**Run 1: selected gate families**

Bar = 10 um.
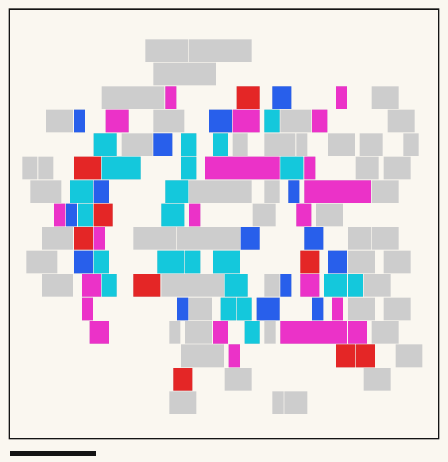
**Run 1: clock network drawn from the DEF**

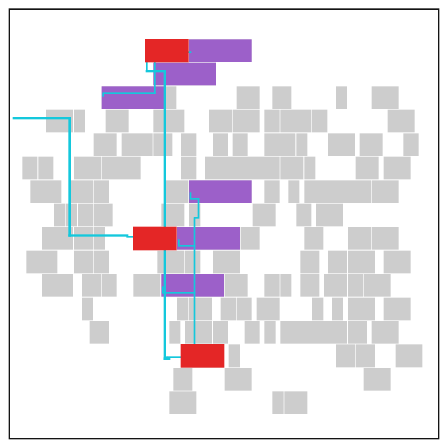
**Run 1: close-up of the layout**

Bar = 10 um. Region (12, 2) to (37, 27) um. Cells in grey, sequential cells in the stronger grey; small squares are vias.
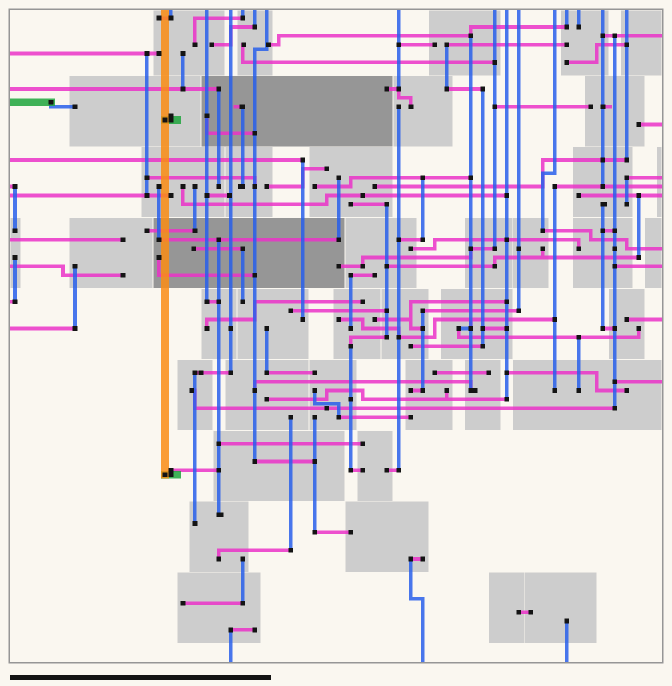
**src/rtl/multicycle_control_pkg.sv**
```systemverilog
// Shared encodings for the multicycle CPU controller: state enum, opcodes and
// datapath select values.
package multicycle_control_pkg;

    typedef enum logic [3:0] {
        StFetch  = 4'd0,
        StDecode = 4'd1,
        StJump   = 4'd2,
        StBranch = 4'd3,
        StAddiEx = 4'd4,
        StLuiEx  = 4'd5,
        StImmWb  = 4'd6,
        StREx    = 4'd7,
        StRWb    = 4'd8,
        StAddr   = 4'd9,
        StMemWr  = 4'd10,
        StMemRd  = 4'd11,
        StMemWb  = 4'd12
    } state_e;

    localparam logic [5:0] OpNoop = 6'b000000;
    localparam logic [5:0] OpJ    = 6'b000001;
    localparam logic [5:0] OpBeq  = 6'b100000;
    localparam logic [5:0] OpBne  = 6'b100001;
    localparam logic [5:0] OpBlt  = 6'b100010;
    localparam logic [5:0] OpAddi = 6'b110010;
    localparam logic [5:0] OpLui  = 6'b111010;
    localparam logic [5:0] OpAnd  = 6'b010101;
    localparam logic [5:0] OpSwi  = 6'b111100;
    localparam logic [5:0] OpSw   = 6'b111110;
    localparam logic [5:0] OpLwi  = 6'b111011;
    localparam logic [5:0] OpLw   = 6'b111101;
    // R-type is any opcode whose top three bits match this prefix
    localparam logic [2:0] OpRtypeHi = 3'b010;

    localparam logic [1:0] PcSrcAlu    = 2'b00;
    localparam logic [1:0] PcSrcAluOut = 2'b01;
    localparam logic [1:0] PcSrcJump   = 2'b10;

    localparam logic [1:0] AluOpAdd   = 2'b00;
    localparam logic [1:0] AluOpSub   = 2'b01;
    localparam logic [1:0] AluOpRtype = 2'b10;

    localparam logic [1:0] SrcAPc   = 2'b00;
    localparam logic [1:0] SrcAReg  = 2'b01;
    localparam logic [1:0] SrcAZero = 2'b10;

    localparam logic [1:0] SrcBReg   = 2'b00;
    localparam logic [1:0] SrcBOne   = 2'b01;
    localparam logic [1:0] SrcBImm   = 2'b10;
    localparam logic [1:0] SrcBImmHi = 2'b11;

    localparam logic [1:0] RegDstRd = 2'b00;
    localparam logic [1:0] RegDstRt = 2'b01;

endpackage

```
**src/rtl/multicycle_control.sv**
```systemverilog
// Moore FSM sequencing the multicycle datapath: fetch, decode, then a per-opcode
// execute / memory / writeback path. Outputs depend on the current state only.
module multicycle_control
    import multicycle_control_pkg::*;
(
    input  logic       clock,
    input  logic       reset,
    input  logic [5:0] opcode,
    output logic       PCWriteCond,
    output logic       PCWrite,
    output logic       MemWrite,
    output logic       MemtoReg,
    output logic       IRWrite,
    output logic [1:0] PCSource,
    output logic [1:0] ALUOp,
    output logic [1:0] ALUSrcA,
    output logic [1:0] ALUSrcB,
    output logic       RegWrite,
    output logic       Instr26,
    output logic       RegSelect1,
    output logic [1:0] RegSelect2
);

    state_e state_q, state_d;
    // Memory-op flavour captured in DECODE so later opcode changes are ignored
    logic   store_q, store_d;
    logic   imm_addr_q, imm_addr_d;

    always_ff @(posedge clock) begin
        if (reset) begin
            state_q    <= StFetch;
            store_q    <= 1'b0;
            imm_addr_q <= 1'b0;
        end else begin
            state_q    <= state_d;
            store_q    <= store_d;
            imm_addr_q <= imm_addr_d;
        end
    end

    always_comb begin
        state_d    = state_q;
        store_d    = store_q;
        imm_addr_d = imm_addr_q;
        case (state_q)
            StFetch:  state_d = StDecode;
            StDecode: begin
                state_d = StFetch;
                if (opcode[5:3] == OpRtypeHi) begin
                    state_d = StREx;
                end else begin
                    case (opcode)
                        OpJ:                 state_d = StJump;
                        OpBeq, OpBne, OpBlt: state_d = StBranch;
                        OpAddi:              state_d = StAddiEx;
                        OpLui:               state_d = StLuiEx;
                        OpSw, OpSwi: begin
                            state_d    = StAddr;
                            store_d    = 1'b1;
                            imm_addr_d = (opcode == OpSwi);
                        end
                        OpLw, OpLwi: begin
                            state_d    = StAddr;
                            store_d    = 1'b0;
                            imm_addr_d = (opcode == OpLwi);
                        end
                        default:             state_d = StFetch;
                    endcase
                end
            end
            StAddiEx: state_d = StImmWb;
            StLuiEx:  state_d = StImmWb;
            StREx:    state_d = StRWb;
            StAddr:   state_d = store_q ? StMemWr : StMemRd;
            StMemRd:  state_d = StMemWb;
            default:  state_d = StFetch;
        endcase
    end

    always_comb begin
        PCWriteCond = 1'b0;
        PCWrite     = 1'b0;
        MemWrite    = 1'b0;
        MemtoReg    = 1'b0;
        IRWrite     = 1'b0;
        PCSource    = PcSrcAlu;
        ALUOp       = AluOpAdd;
        ALUSrcA     = SrcAPc;
        ALUSrcB     = SrcBReg;
        RegWrite    = 1'b0;
        Instr26     = 1'b0;
        RegSelect1  = 1'b0;
        RegSelect2  = RegDstRd;
        if (!reset) begin
            case (state_q)
                StFetch: begin
                    IRWrite  = 1'b1;
                    PCWrite  = 1'b1;
                    ALUSrcA  = SrcAPc;
                    ALUSrcB  = SrcBOne;
                    ALUOp    = AluOpAdd;
                    PCSource = PcSrcAlu;
                end
                StDecode: begin
                    ALUSrcA = SrcAPc;
                    ALUSrcB = SrcBImm;
                    ALUOp   = AluOpAdd;
                end
                StJump: begin
                    PCWrite  = 1'b1;
                    PCSource = PcSrcJump;
                    Instr26  = 1'b1;
                end
                StBranch: begin
                    ALUSrcA     = SrcAReg;
                    ALUSrcB     = SrcBReg;
                    ALUOp       = AluOpSub;
                    PCWriteCond = 1'b1;
                    PCSource    = PcSrcAluOut;
                end
                StAddiEx: begin
                    ALUSrcA = SrcAReg;
                    ALUSrcB = SrcBImm;
                end
                StLuiEx: begin
                    ALUSrcA = SrcAZero;
                    ALUSrcB = SrcBImmHi;
                end
                StImmWb: begin
                    RegWrite   = 1'b1;
                    RegSelect2 = RegDstRt;
                end
                StREx: begin
                    ALUSrcA = SrcAReg;
                    ALUSrcB = SrcBReg;
                    ALUOp   = AluOpRtype;
                end
                StRWb: begin
                    RegWrite   = 1'b1;
                    RegSelect2 = RegDstRd;
                end
                StAddr: begin
                    ALUSrcA = imm_addr_q ? SrcAZero : SrcAReg;
                    ALUSrcB = SrcBImm;
                end
                StMemWr: begin
                    MemWrite   = 1'b1;
                    RegSelect1 = 1'b1;
                end
                StMemWb: begin
                    RegWrite   = 1'b1;
                    MemtoReg   = 1'b1;
                    RegSelect2 = RegDstRt;
                end
                default: ;
            endcase
        end
    end

endmodule

```
**config.mk**
```make
export PLATFORM = sky130hd
export DESIGN_NAME = multicycle_control
export DESIGN_NICKNAME = d
export VERILOG_FILES = /design/src/rtl/multicycle_control_pkg.sv /design/src/rtl/multicycle_control.sv
export SDC_FILE = /design/constraint.sdc
export NUM_CORES = 1
export LEC_CHECK = 0
export CAP_MARGIN = 20
export CORE_MARGIN = 1
export CORE_UTILIZATION = 30
export CTS_BUF_LIST = sky130_fd_sc_hd__clkbuf_8
export DETAILED_ROUTE_END_ITERATION = 7
export GPL_TIMING_DRIVEN = 0
export MAX_ROUTING_LAYER = met4
export PLACE_DENSITY = 0.65
export SLEW_MARGIN = 20
export SYNTH_ARGS = -nofsm -noshare
export SYNTH_HDL_FRONTEND = slang
export SYNTH_SLANG_ARGS = --single-unit
```
**constraint.sdc**
```tcl
create_clock -name clock -period 2.6 [get_ports clock]
set_input_delay 0.78 -clock clock [delete_from_list [all_inputs] [get_ports clock]]
set_output_delay 0.78 -clock clock [all_outputs]
set_load 0.02 [all_outputs]
```
==> out/results.ini, run 1 <==
[logic_synthesis]
ys_sh_adder_pct=0
xor_share_pct=2.58
top_cells_by_count=10 x nor2_1, 8 x a21oi_1, 6 x dfxtp_1, 6 x nand2_1, 6 x nand2b_1
ys.flops=6
area_leaders=dfxtp_1 18%, a21oi_1 5.9%, buf_4 5.5%, nand2b_1 5.5%, nor2_1 5.5%
yosys-stat-cells=95
netlist_area_um2=679
simple_gate_area_share_pct=39.8
yosysTopAreaCell=dfxtp_1
synth_warnings=0
synth-async-reset-ratio_pct=0
synth_top_area_share_pct=17.7
synth_chip_area_um2=679
syn-mean-instance-area_um2=7.15
muxShareOfSynthArea_pct=1.47
synth_cells=95
synth_top_cell_by_count=nor2_1
top_logic_kind=simple AND/OR/NAND/NOR gates
ff_type=dfxtp_1

[setup_path]
required_ns=1.82
crit_path_end_kind=primary output
timing.rr.start=state_q[0]
crit_family=buffers and inverters
cp-startpoint=reset
path_depth=5
slowest_stage=dlygate4sd2_1
regToRegSetupSlack_ns=1.29
cp.arrival_ns=1.73
critical_path_buf_inv_count=3
cp_max_fo=9
criticalPathCategory=in -> out
startpoint_type=input pin
path_cells=clkbuf_2, nor2_2, and3_1, buf_4, dlygate4sd2_1
reg2reg_to=state_q[0]
max_stage_delay_ns=0.31

[placed_design]
dp_worst_setup_slack_ns=-0.335
place_area_um2=938
dp_hpwl_um=1220
dpl.cell_count=143
place.gp.congestion=0.761
numPortBuffers=21

[route]
top_layer_used=met4
met1_length_um=720
routed_wl_um=1560
wl_per_cell_um=10.7
viasPerCell=4.93
ant_nets=0
drtIter0Drc=10
first_pass_iters=3
dr_wl_met2_um=678
wl_met3_um=110
drc=0
via_count=720

[clock_tree]
htree_levels=1
post-cts-setup-buffers=0
cts-root-buf=clkbuf_8
cts_tree=built
cts.clk_slew.worst_paths_ns=0.03
cts_made_buffers=3
cts_buffer_depth=2
cts_sinks=6
cts_hold_buffers=0

[pwr]
pwr-share-comb_pct=39.7
p_seq_uw=110
switching_share_pct=34.2
peakVddDrop_uv=235
p_comb_uw=165
pg_clk_uw=140
intPower_uw=273
top_power_group=combinational logic
power_density_mw_per_mm2=426
p_leak_uw=0.000455
pwr-share-seq_pct=26.6
clkPwrFrac_pct=33.8
power_switching_uw=142

[floorplanning]
die_w_um=49.6
pin_count=26
fp.coreArea_mm2=0.00204
chip_area_mm2=0.00246
taps=27
die_h_um=49.6
placementRows=16
initial_utilization_pct=33.3

[min_path]
whs_endpoint=store_q
min_from=store_q
hold_path_class=reg -> reg
hold_depth=2

[layout]
nets=129
mostFrequentLayoutCells=17 x dlygate4sd2_1, 9 x nor2_1, 8 x a21oi_1
sh_seq_area_pct=12.3
comb_area_share_pct=52.4
clkCellAreaFrac_pct=4.24
nFillCells=221
combGateArea_um2=510
design_area_um2=973
flop_area_um2=120
nNonClkBuffers=32
final_util_pct=47.7
largest-register=state_q
comb_cells=75
largest_class=multi-input combinational cells
antennaDiodeCount=0
nNonClkInverters=3
nClkBuffers=3
syn2layout_area_growth_pct=43.3
drive_above_1_share_pct=17.6
nFlopsAndLatches=6
top_regs=state_q x4, imm_addr_q x1, store_q x1

[run]
tool_warnings=26
maxCapViolations=0

[sta]
finalSetupTns_ns=0
timing.final.ws_setup_ns=0.0905
fmax_ghz=0.398
hold_violations=0
timing.final.crit_share_pct=96.5
slew_violations=0
whs_ns=0.481
rsz0062_at_grt=no
final.min_clock_period_ns=2.51
setup_viol=0
clock_skew_ns=0.00416

[global_routing]
grt_pass1_vias=648
antenna_found_initial=0
grtUsageMet3_pct=2.47
grtUsageMet2_pct=22.5
grtUsageTotal_pct=15.2
use_met1_pct=18.7
gr-total-overflow=0
grt_max_degree=11
grt_busiest_layer=met2
grt_pass1_wl_um=2790

[status]
status=completed

## Picture notes: 'selected gate families'
Key: cyan = inverting AOI/OAI gates [cells 22]; blue = NAND gates [cells 15]; red = AND and OR gates [cells 9]; magenta = NOR gates [cells 21]
fin cells: 146
most numerous logic cell after layout: dlygate4sd2_1

## Picture notes: 'clock network drawn from the DEF'
Key: cyan = clock wires [length 113 um]; purple = flip-flops [count 6]; red = cells driving clock nets [count 3]
There are 4 routed clock nets.

## Picture notes: 'close-up of the layout'
Key: green = met3; magenta = met1; blue = met2; orange = met4
Netlist names of flops here include state_q (2). 37 logic cells have their middle in the window. Sequential cells in the window: 2. Most frequent: nand2_1 (3), a21oi_1 (3).

**Run 1: wiring heat map**

The die is cut into 10 by 10 equal tiles; black is low, pale yellow is high, scaled to the fullest tile. Values are wire area over tile area, all layers added.
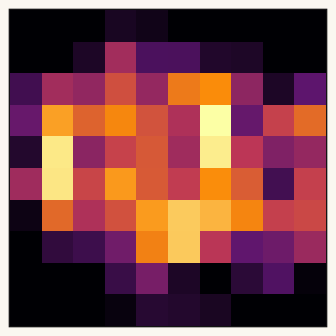

==> run 2, diff against run 1 <==
Settings changed: CELL_PAD_IN_SITES_DETAIL_PLACEMENT from default to 0, CELL_PAD_IN_SITES_GLOBAL_PLACEMENT from default to 2, CORE_UTILIZATION 30 to 25, PLACE_DENSITY 0.65 to 0.92.
**Run 2: wiring heat map**

The die is cut into 11 by 11 equal tiles; black is low, pale yellow is high, scaled to the fullest tile. Values are wire area over tile area, all layers added.
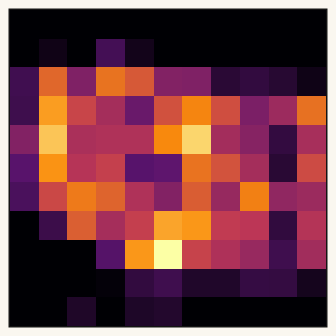
The densest ninth of the die: centre. 29% of the tiles are nearly empty. 25% of the tiles are over half the peak.

==> run 2 against run 1 <==
Compared with the run above:
- setup slack improved by 0.0050 ns
- clock-buffer cell count is the same
- critical path type unchanged
- area after synthesis unchanged
- via count grew 1.1%
- combinational power about the same
- total power down 0.48%
- fmax grew 0.20%
==> out/results.ini, run 2 <==
[status]
status=completed

[global_routing]
grt_busiest_layer=met2
use_met1_pct=16.7  ; -2.0 points
gr-total-overflow=0  ; unchanged
antenna_found_initial=0  ; unchanged
grt_max_degree=11  ; unchanged
grt_pass1_vias=621  ; -4.2%
grt_pass1_wl_um=2820  ; +1.3%

[setup_path]
criticalPathCategory=in -> out
startpoint_type=input pin
required_ns=1.82  ; about the same
cp_max_fo=9  ; unchanged
max_stage_delay_ns=0.31  ; about the same
regToRegSetupSlack_ns=1.25  ; -0.04 ns
path_depth=5  ; unchanged
cp-startpoint=reset

[sta]
final.min_clock_period_ns=2.50  ; -0.00499 ns
timing.final.crit_share_pct=96.3  ; -0.19 points
fmax_ghz=0.399  ; +0.20%
clock_skew_ns=0.000934  ; -0.00322 ns

[logic_synthesis]
muxShareOfSynthArea_pct=1.47  ; unchanged
synth_warnings=0  ; unchanged
area_leaders=dfxtp_1 18%, a21oi_1 5.9%, buf_4 5.5%, nand2b_1 5.5%, nor2_1 5.5%
synth_chip_area_um2=679  ; unchanged
yosysTopAreaCell=dfxtp_1
netlist_area_um2=679  ; unchanged
xor_share_pct=2.58  ; unchanged
yosys-stat-cells=95  ; unchanged
top_cells_by_count=10 x nor2_1, 8 x a21oi_1, 6 x dfxtp_1, 6 x nand2_1, 6 x nand2b_1
top_logic_kind=simple AND/OR/NAND/NOR gates

[clock_tree]
cts_tree=built
cts_made_buffers=3  ; unchanged
cts_hold_buffers=0  ; unchanged
post-cts-setup-buffers=0  ; unchanged

[floorplanning]
die_h_um=54.1  ; +9.2%
pin_count=26  ; unchanged
initial_utilization_pct=26.9  ; -6.3 points
fp.coreArea_mm2=0.00252  ; +24%
chip_area_mm2=0.00293  ; +19%

[pwr]
switching_share_pct=33.9  ; -0.30 points
power_switching_uw=140  ; -1.4%
pwr-share-seq_pct=26.8  ; +0.2 points
intPower_uw=273  ; about the same
pwr-share-comb_pct=40.1  ; +0.4 points
pg_clk_uw=136  ; -3%

[placed_design]
place_area_um2=942  ; +0.40%
dpl.cell_count=146  ; +2.1%
dp_hpwl_um=1340  ; +9.1%
numPortBuffers=21  ; unchanged
place.gp.congestion=0.769  ; +1.1%
dp_worst_setup_slack_ns=-0.380  ; -0.0447 ns

[layout]
mostFrequentLayoutCells=17 x dlygate4sd2_1, 9 x nor2_1, 8 x a21oi_1
largest_class=multi-input combinational cells
nNonClkBuffers=32  ; unchanged
lay_top_count=dlygate4sd2_1
nFillCells=278  ; +26%
nFlopsAndLatches=6  ; unchanged
nets=129  ; unchanged
nNonClkInverters=3  ; unchanged
syn2layout_area_growth_pct=44.6
sh_seq_area_pct=12.2  ; -0.11 points

[min_path]
whs_endpoint=store_q
hold_path_class=reg -> reg
min_from=store_q
hold_depth=2  ; unchanged

[route]
wl_per_cell_um=11.3  ; +6.4%
drc=0  ; unchanged
viasPerCell=4.89  ; -0.92%

[run]
maxCapViolations=0  ; unchanged
tool_warnings=26  ; unchanged

**Run 2: cell outlines without signal wires**

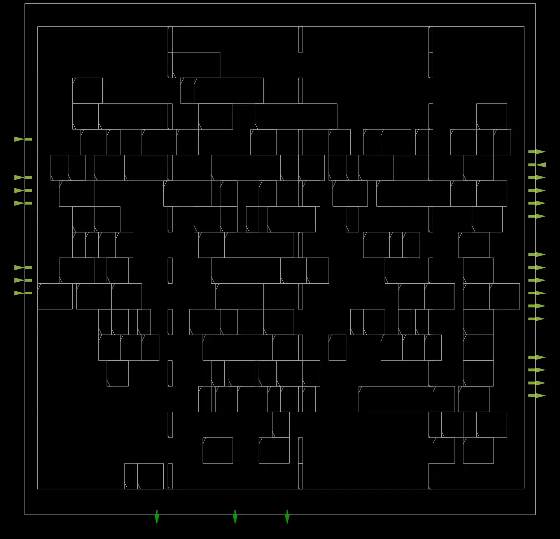

==> run 3, diff against run 2 <==
Settings changed: RECOVER_POWER from default to 25.
**Run 3: cell outlines without signal wires**

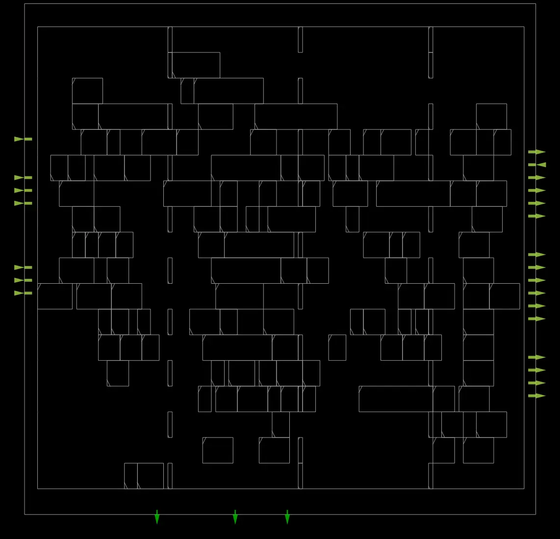
fin util: 38.7%
sequential cell area share: 12.3%
flop count: 6
# fillers: 279

==> run 3 against run 2 <==
Compared with the run above:
- setup slack about the same
- via count decreased by 0.27%
- sequential power about the same
- non-clock buffer count unchanged
- critical path type unchanged
==> out/results.ini, run 3 <==
[floorplanning]
placementRows=18
fp.coreArea_mm2=0.00252  ; unchanged
die_w_um=54.1
initial_utilization_pct=26.9  ; unchanged
die_h_um=54.1  ; unchanged
chip_area_mm2=0.00293  ; unchanged
pin_count=26  ; unchanged

[pwr]
switching_share_pct=33.8  ; -0.13 points
clkPwrFrac_pct=33.2
pwr-share-comb_pct=39.9  ; -0.2 points
p_comb_uw=164
pg_clk_uw=136  ; about the same
pwr-share-seq_pct=27.0  ; +0.2 points
power_switching_uw=139  ; -0.85%
intPower_uw=272  ; -0.29%

[run]
tool_warnings=26  ; unchanged
maxCapViolations=0  ; unchanged

[route]
wl_per_cell_um=11.3  ; -0.30%
drtIter0Drc=9
viasPerCell=4.87  ; -0.27%
met1_length_um=787
drc=0  ; unchanged

[layout]
flop_area_um2=120
largest_class=multi-input combinational cells
nNonClkInverters=3  ; unchanged
lay_top_count=dlygate4sd2_1
nets=129  ; unchanged
nNonClkBuffers=32  ; unchanged
nClkBuffers=3
syn2layout_area_growth_pct=43.8
design_area_um2=977
mostFrequentLayoutCells=17 x dlygate4sd2_1, 9 x nor2_1, 8 x a21oi_1
top_regs=state_q x4, imm_addr_q x1, store_q x1

[setup_path]
crit_family=buffers and inverters
cp-startpoint=reset
startpoint_type=input pin
required_ns=1.82  ; about the same
max_stage_delay_ns=0.31  ; about the same
criticalPathCategory=in -> out
cp_max_fo=9  ; unchanged
regToRegSetupSlack_ns=1.21  ; -0.04 ns
path_depth=5  ; unchanged
rr_worst_depth=3

[min_path]
hold_path_class=reg -> reg
min_from=store_q
hold_depth=2  ; unchanged
whs_endpoint=store_q

[logic_synthesis]
area_leaders=dfxtp_1 18%, a21oi_1 5.9%, buf_4 5.5%, nand2b_1 5.5%, nor2_1 5.5%
yosysTopAreaCell=dfxtp_1
ys_seq_share_pct=17.7
muxShareOfSynthArea_pct=1.47  ; unchanged
yosys-stat-cells=95  ; unchanged
top_cells_by_count=10 x nor2_1, 8 x a21oi_1, 6 x dfxtp_1, 6 x nand2_1, 6 x nand2b_1
compound_area_share_pct=26.5
syn-mean-instance-area_um2=7.15
netlist_area_um2=679  ; unchanged
ys_types=40
xor_share_pct=2.58  ; unchanged
top_logic_kind=simple AND/OR/NAND/NOR gates
synth_warnings=0  ; unchanged
synth_chip_area_um2=679  ; unchanged
synth_cells=95

[placed_design]
place.gp.congestion=0.769  ; unchanged
dp_hpwl_um=1340  ; unchanged
place_area_um2=942  ; unchanged
dpl.cell_count=146  ; unchanged
dp_worst_setup_slack_ns=-0.380  ; unchanged
numPortBuffers=21  ; unchanged

[clock_tree]
post-cts-setup-buffers=0  ; unchanged
cts_sinks=6
cts_buffer_depth=2
clock_latency_ns=0.22
cts_hold_buffers=0  ; unchanged
cts_tree=built
htree_levels=1
cts_made_buffers=3  ; unchanged

[sta]
hold_violations=0
fmax_ghz=0.399  ; about the same
final.min_clock_period_ns=2.50  ; +0.000129 ns
setup_viol=0
clock_skew_ns=0.000686  ; -0.000248 ns
timing.final.crit_share_pct=96.3  ; about the same
finalSetupTns_ns=0

[global_routing]
use_met1_pct=16.7  ; unchanged
grt_pass1_vias=621  ; unchanged
antenna_found_initial=0  ; unchanged
grt_pass1_wl_um=2820  ; unchanged
grt_max_degree=11  ; unchanged
grt_busiest_layer=met2
gr-total-overflow=0  ; unchanged

[status]
status=completed

No activity file was given, so power comes from the tool's default toggle rates.
